## config.mk

```make
export PLATFORM = sky130hd
export DESIGN_NAME = perf_counter_read_arbiter
export DESIGN_NICKNAME = d
export VERILOG_FILES = /design/src/rtl/perf_arb_pkg.sv /design/src/rtl/perf_counter_read_arbiter_rr_arb2.sv /design/src/rtl/perf_counter_read_arbiter.sv
export SDC_FILE = /design/constraint.sdc
export NUM_CORES = 1
export LEC_CHECK = 0
export CAP_MARGIN = 10
export CORE_UTILIZATION = 30
export CTS_BUF_LIST = sky130_fd_sc_hd__clkbuf_4
export CTS_CLUSTER_DIAMETER = 150
export DETAILED_ROUTE_END_ITERATION = 8
export HOLD_SLACK_MARGIN = 0.15
export PLACE_DENSITY = 0.8
export SYNTH_ARGS = -nofsm -noshare
export SYNTH_HDL_FRONTEND = slang
export SYNTH_SLANG_ARGS = --single-unit
```

## constraint.sdc

```tcl
create_clock -name clk -period 1.6 [get_ports clk]
set_clock_uncertainty 0.2 [all_clocks]
set_input_delay 0.32 -clock clk [delete_from_list [all_inputs] [get_ports clk]]
set_output_delay 0.32 -clock clk [all_outputs]
set_load 0.005 [all_outputs]
```

## src/rtl/perf_arb_pkg.sv

```systemverilog
// Shared types for the perf-counter read arbiter.
// State encoding and AXI response codes.
package perf_arb_pkg;

  typedef enum logic [1:0] {
    IDLE   = 2'd0,
    FWD_AR = 2'd1,
    FWD_R  = 2'd2,
    ERR_R  = 2'd3
  } state_e;

  localparam logic [1:0] RESP_OKAY   = 2'b00;
  localparam logic [1:0] RESP_DECERR = 2'b11;

endpackage

```

## src/rtl/perf_counter_read_arbiter_rr_arb2.sv

```systemverilog
// Two-input round-robin picker, purely combinational.
// The last_grant history register lives in the parent.
module rr_arb2 (
  input  logic [1:0] req,
  input  logic       last_grant,
  input  logic       enable,
  output logic [1:0] gnt,
  output logic       winner
);

  // Lone requester wins; on contention the one not served last wins.
  always_comb begin
    winner = ~last_grant;
    unique case (req)
      2'b01:   winner = 1'b0;
      2'b10:   winner = 1'b1;
      default: winner = ~last_grant;
    endcase
    gnt = 2'b00;
    if (enable) begin
      gnt[winner] = req[winner];
    end
  end

endmodule

```

## src/rtl/perf_counter_read_arbiter.sv

```systemverilog
// Shares the perf-counter AXI-lite read port between CPU and sampler.
// One transaction in flight; out-of-window reads answered with DECERR.
module perf_counter_read_arbiter
  import perf_arb_pkg::*;
#(
  parameter int              ADDR_W    = 32,
  parameter int              DATA_W    = 32,
  parameter logic [ADDR_W-1:0] BASE_ADDR = '0,
  parameter int              WIN_BITS  = 7
) (
  input  logic              clk,
  input  logic              rst,
  input  logic              s0_arvalid,
  output logic              s0_arready,
  input  logic [ADDR_W-1:0] s0_araddr,
  output logic              s0_rvalid,
  input  logic              s0_rready,
  output logic [DATA_W-1:0] s0_rdata,
  output logic [1:0]        s0_rresp,
  input  logic              s1_arvalid,
  output logic              s1_arready,
  input  logic [ADDR_W-1:0] s1_araddr,
  output logic              s1_rvalid,
  input  logic              s1_rready,
  output logic [DATA_W-1:0] s1_rdata,
  output logic [1:0]        s1_rresp,
  output logic              m_arvalid,
  input  logic              m_arready,
  output logic [ADDR_W-1:0] m_araddr,
  input  logic              m_rvalid,
  output logic              m_rready,
  input  logic [DATA_W-1:0] m_rdata,
  input  logic [1:0]        m_rresp
);

  state_e            state_q, state_d;
  logic              grant_q, grant_d;
  logic              last_grant_q, last_grant_d;
  logic [ADDR_W-1:0] addr_q, addr_d;

  logic [1:0]        gnt;
  logic              winner;
  logic              arb_en;
  logic [ADDR_W-1:0] acc_addr;
  logic              in_win;
  logic              sel_rready;
  logic              rv;
  logic [DATA_W-1:0] rd;
  logic [1:0]        rr;

  assign arb_en = (state_q == IDLE);

  rr_arb2 u_arb (
    .req        ({s1_arvalid, s0_arvalid}),
    .last_grant (last_grant_q),
    .enable     (arb_en),
    .gnt        (gnt),
    .winner     (winner)
  );

  assign s0_arready = gnt[0];
  assign s1_arready = gnt[1];

  assign acc_addr = winner ? s1_araddr : s0_araddr;
  assign in_win =
    acc_addr[ADDR_W-1:WIN_BITS] == BASE_ADDR[ADDR_W-1:WIN_BITS];

  assign sel_rready = grant_q ? s1_rready : s0_rready;

  assign m_araddr = addr_q;

  // Next-state: accept in IDLE, then forward or answer locally.
  always_comb begin
    state_d      = state_q;
    grant_d      = grant_q;
    last_grant_d = last_grant_q;
    addr_d       = addr_q;
    unique case (state_q)
      IDLE: begin
        if (|gnt) begin
          addr_d       = acc_addr;
          grant_d      = winner;
          last_grant_d = winner;
          state_d      = in_win ? FWD_AR : ERR_R;
        end
      end
      FWD_AR: begin
        if (m_arready) state_d = FWD_R;
      end
      FWD_R: begin
        if (m_rvalid && m_rready) state_d = IDLE;
      end
      ERR_R: begin
        if (sel_rready) state_d = IDLE;
      end
      default: state_d = IDLE;
    endcase
  end

  // Outputs: AR towards counters, R steered to the granted side.
  always_comb begin
    m_arvalid = 1'b0;
    m_rready  = 1'b0;
    rv        = 1'b0;
    rd        = '0;
    rr        = RESP_OKAY;
    unique case (state_q)
      FWD_AR: m_arvalid = 1'b1;
      FWD_R: begin
        rv       = m_rvalid;
        rd       = m_rdata;
        rr       = m_rresp;
        m_rready = sel_rready;
      end
      ERR_R: begin
        rv = 1'b1;
        rr = RESP_DECERR;
      end
      default: ;
    endcase
    s0_rvalid = rv & ~grant_q;
    s1_rvalid = rv & grant_q;
    s0_rdata  = grant_q ? '0 : rd;
    s1_rdata  = grant_q ? rd : '0;
    s0_rresp  = grant_q ? RESP_OKAY : rr;
    s1_rresp  = grant_q ? rr : RESP_OKAY;
  end

  // State and transaction registers; requester 0 wins first.
  always_ff @(posedge clk) begin
    if (rst) begin
      state_q      <= IDLE;
      grant_q      <= 1'b0;
      last_grant_q <= 1'b1;
      addr_q       <= '0;
    end else begin
      state_q      <= state_d;
      grant_q      <= grant_d;
      last_grant_q <= last_grant_d;
      addr_q       <= addr_d;
    end
  end

endmodule
```

Run 1, placement view:
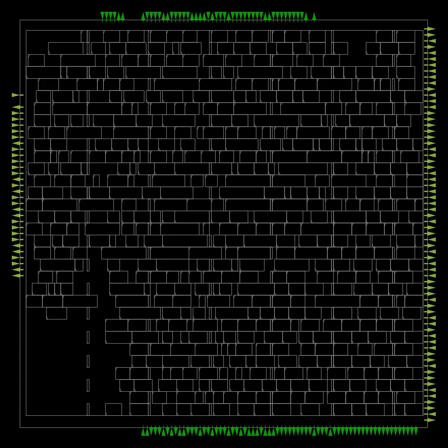
final core utilization: 0.775
core box area: 0.00781 sq mm
flop share of the area: 0.125

Run 1, routed metal, one color a layer:
Scale: 4 px per micron. Two of the layers only.
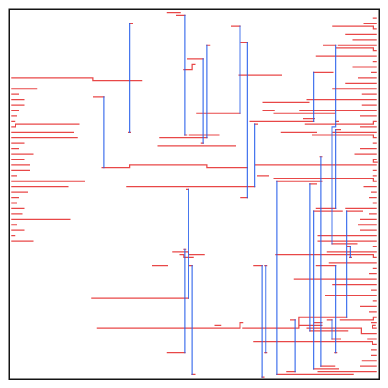
met4 -> blue  # wire length 653 microns
met3 -> red  # wire length 1130 microns
WL/cell: 20.8 microns
GRT Total Usage: 0.282

Run 1, nets reached from selected ports:
Scale: 4 px per micron.
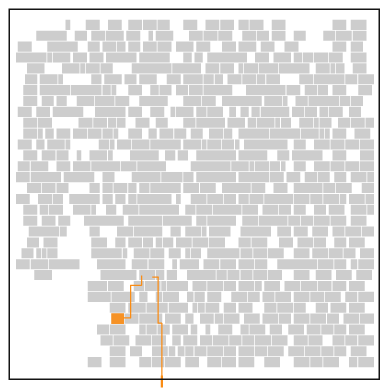
`s0_arready` -> orange  # bits 1, direction output, edge bottom, end cells 1, buffers 1, wire 42.4 microns
Port Buffer Count: 211
io pins: 212

Run 1, where the registers sit:
Scale: 6 px per micron. Other sequential cells in the stronger gray, the rest of the logic in the fainter gray.
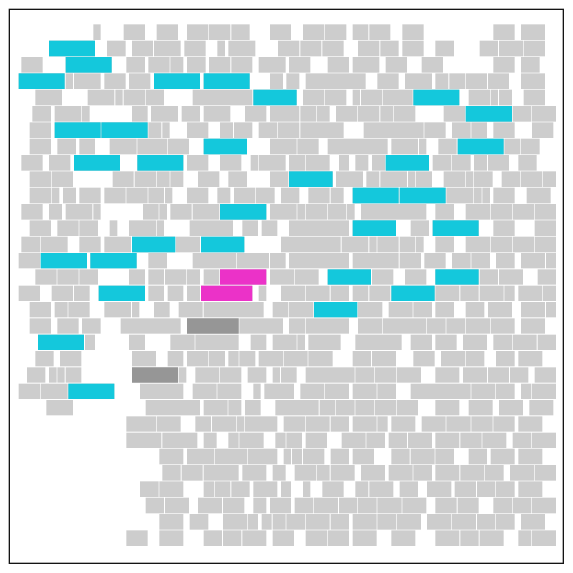
`state_q` -> magenta  # placed flops 2
`m_araddr` -> cyan  # placed flops 32
not colored = 2
sequential cell power: 1.14 mW
FF+latch area: 757 sq um

==> flow_summary.json, run 1 <==
{
  "grt_pass1_vias": 3331,
  "postSynthAreaPerCell_sq_um": 8.76,
  "routed_via_density": 5.15,
  "lay_top_cells": "clkdlybuf4s50_1 (102), buf_6 (98), and2_4 (61)",
  "ys_cells": 278,
  "clk_pin_slew_ns": 0.11,
  "finalSetupViolations": 110,
  "critical_path_depth": 7,
  "n_tap_cell": 102,
  "gr-total-overflow": 0,
  "clock_latency_ns": 0.36,
  "dp_hpwl_microns": 7670,
  "start_kind": "register",
  "status": "finished, violations left",
  "violations": "setup timing",
  "cp_cell_sequence": "nand2b_4, nor2_4, buf_6, buf_6, buf_6, and2_4, buf_6",
  "power_switching_mw": 1.48,
  "synth.distinct_cells": 28,
  "yosysWarnings": 0,
  "drv_slew": 0,
  "crit_path_max_incr_delay_ns": 0.34,
  "die_h_microns": 92.1,
  "crit_path_top_delay_cell": "dfxtp_2",
  "diodes": 0,
  "nets": 661,
  "power.internal_mw": 2.98,
  "initCoreUtil": 0.312,
  "setup_ws_ns": -0.572,
  "r2r_end": "m_araddr[22]",
  "n_all_inverters": 3,
  "hold_violations": 0,
  "arrival_ns": 1.65,
  "buffers": 291,
  "logic_area_sq_mm": 0.00191,
  "flop_cell": "dfxtp_1",
  "ant_nets": 0,
  "buf_share": 0.520,
  "pre_cts_ws_ns": -1.05,
  "netlist_instances": 278,
  "met3_usage": 0.0672,
  "synth.most_common_cell": "and2_1",
  "clkPwrFrac": 0.155,
  "fin_hold_ws_ns": 0.309,
  "path_class": "register to primary output",
  "power_density_mw_per_mm2": 736,
  "met1_usage": 0.316,
  "gr-max-usage-layer": "met2",
  "placed_cell_area_sq_mm": 0.00478,
  "drive_gt1_frac": 0.569,
  "synth_top_area_share": 0.296,
  "clk_path_buf_depth": 2,
  "timing.rr.start": "state_q[1]"
}
## run 1: cells by family after synthesis
family          share of synthesized area
flops                               0.296
mux                                 0.140
buf+inv                            0.0673
simple gates                        0.316
compound gates                      0.170
fa+ha+maj                          0.0103
## run 1: sequential cells by signal, summed over array words and instances (netlist names)
signal and count:
grant_q 1, m_araddr 32, last_grant_q 1, state_q 2
## run 1: how the worst min path moves through the flow
stage | from | to | slack, ns | cells after the start
floorplan | last_grant_q | last_grant_q | 0.27 | 2
global placement | m_araddr[22] | m_araddr[22] | 0.29 | 2
detailed placement | m_araddr[22] | m_araddr[22] | 0.30 | 2
CTS | m_araddr[20] | m_araddr[20] | 0.31 | 2
global route | m_araddr[8] | m_araddr[8] | 0.33 | 2
finish | m_araddr[20] | m_araddr[20] | 0.31 | 2
==> run 2, diff against run 1 <==
--- a/config.mk
+++ b/config.mk
@@ -15,3 +15,4 @@
 export SYNTH_ARGS = -nofsm -noshare
 export SYNTH_HDL_FRONTEND = slang
 export SYNTH_SLANG_ARGS = --single-unit
+export TNS_END_PERCENT = 30
==> run 2 against run 1 <==
  * The run still ends with setup timing left
  * Design area fell by 11%
  * Worst hold slack got worse by 0.010 ns
  * Via count fell by 10%
  * Count of clock-buffer cells in the layout fell by 1
  * Power fell by 15%
  * Sequential power barely moved
  * Final cell count fell by 4.0%
==> flow_summary.json, run 2 <==
{
  "status": "finished, violations left",
  "violations": "setup timing",
  "dp_hpwl_microns": 7810,
  "nets": 635,
  "ys_cells": 278,
  "hold_violations": 0,
  "hold_start": "m_araddr[19]",
  "path_class": "register to primary output",
  "core_sq_mm": 0.00781,
  "flop_cell": "dfxtp_1",
  "clk_pin_slew_ns": 0.12,
  "register_area_sq_um": 757,
  "adder_share": 0.0103,
  "synth-compound-area-share": 0.170,
  "synth_top_area_share": 0.296,
  "timing.rr.start": "state_q[1]",
  "gr-max-usage-layer": "met2",
  "placed_cell_area_sq_mm": 0.00477,
  "netlist_logic_family_top": "simple AND/OR/NAND/NOR gates",
  "die_h_microns": 92.1,
  "synthXorXnorAreaFrac": 0,
  "fin_hold_ws_ns": 0.299,
  "drive_gt1_frac": 0.477,
  "largest_register_ffs": 32,
  "routed_via_density": 4.82,
  "port_buffers": 211,
  "wl_per_cell_microns": 17.7,
  "logic_area_sq_mm": 0.00178,
  "diodes": 0,
  "met1_usage": 0.259,
  "start_kind": "register",
  "setup_ws_ns": -0.487,
  "muxShareOfSynthArea": 0.140,
  "finalSetupViolations": 110,
  "netlist_instances": 278,
  "initCoreUtil": 0.312,
  "gr-total-overflow": 0,
  "ys_sh_simple": 0.316,
  "n_all_inverters": 3,
  "ant_nets": 0,
  "drv_slew": 0,
  "lay_top_cells": "clkdlybuf4s50_1 (102), buf_6 (59), nor2_1 (42)",
  "postSynthAreaPerCell_sq_um": 8.76,
  "buf_share": 0.485,
  "pre_cts_ws_ns": -1.05
}
-- run 2: cell count changes in the layout (fill, tap and decap cells not counted), sizes merged --
cell / before / now
clkbuf: 6 / 7
clkdlybuf4s15: 0 / 1
clkinvlp: 0 / 1
dlymetal6s2s: 0 / 1
dlygate4sd2: 32 / 36
buf: 156 / 122
-- run 2: cells by family after synthesis --
group	after synthesis
simple gates	143
buf+inv	26
compound gates	37
flops	36
fa+ha+maj	2
mux	34
-- run 2: final timing paths --
path	slack [ns]	depth (start not counted)	to
worst min register to register	0.30	2	m_araddr[19]
worst max-delay path	-0.49	7	s1_rdata[25]
worst min-delay path	0.30	2	m_araddr[19]
worst max register to register	-0.31	8	m_araddr[18]
-- run 2: power by group --
group / switching [mW] / internal (mW)
sequential: 0.0783 / 1.05
clock: 0.338 / 0.326
combinational: 0.827 / 1.18
Run 2, where the registers sit:
Scale: 6 px per micron. Other sequential cells in the stronger gray, the rest of the logic in the fainter gray.
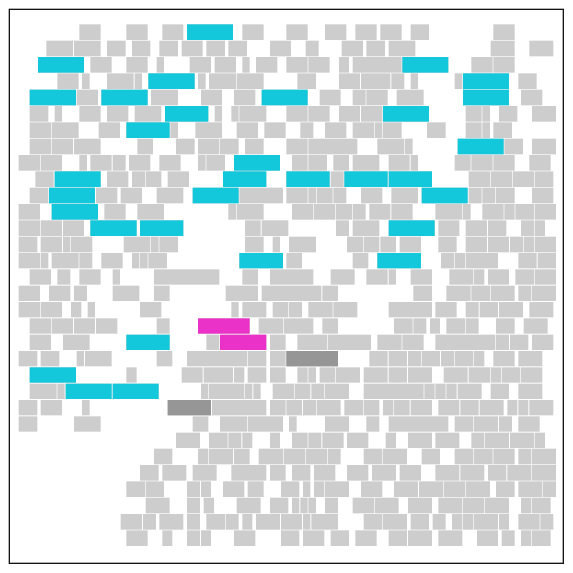
`state_q` -> magenta  # placed flops 2
`m_araddr` -> cyan  # placed flops 32
not colored = 2
final core utilization: 0.689
sequential cell power: 1.13 mW

Power and IR drop assume default switching activity.
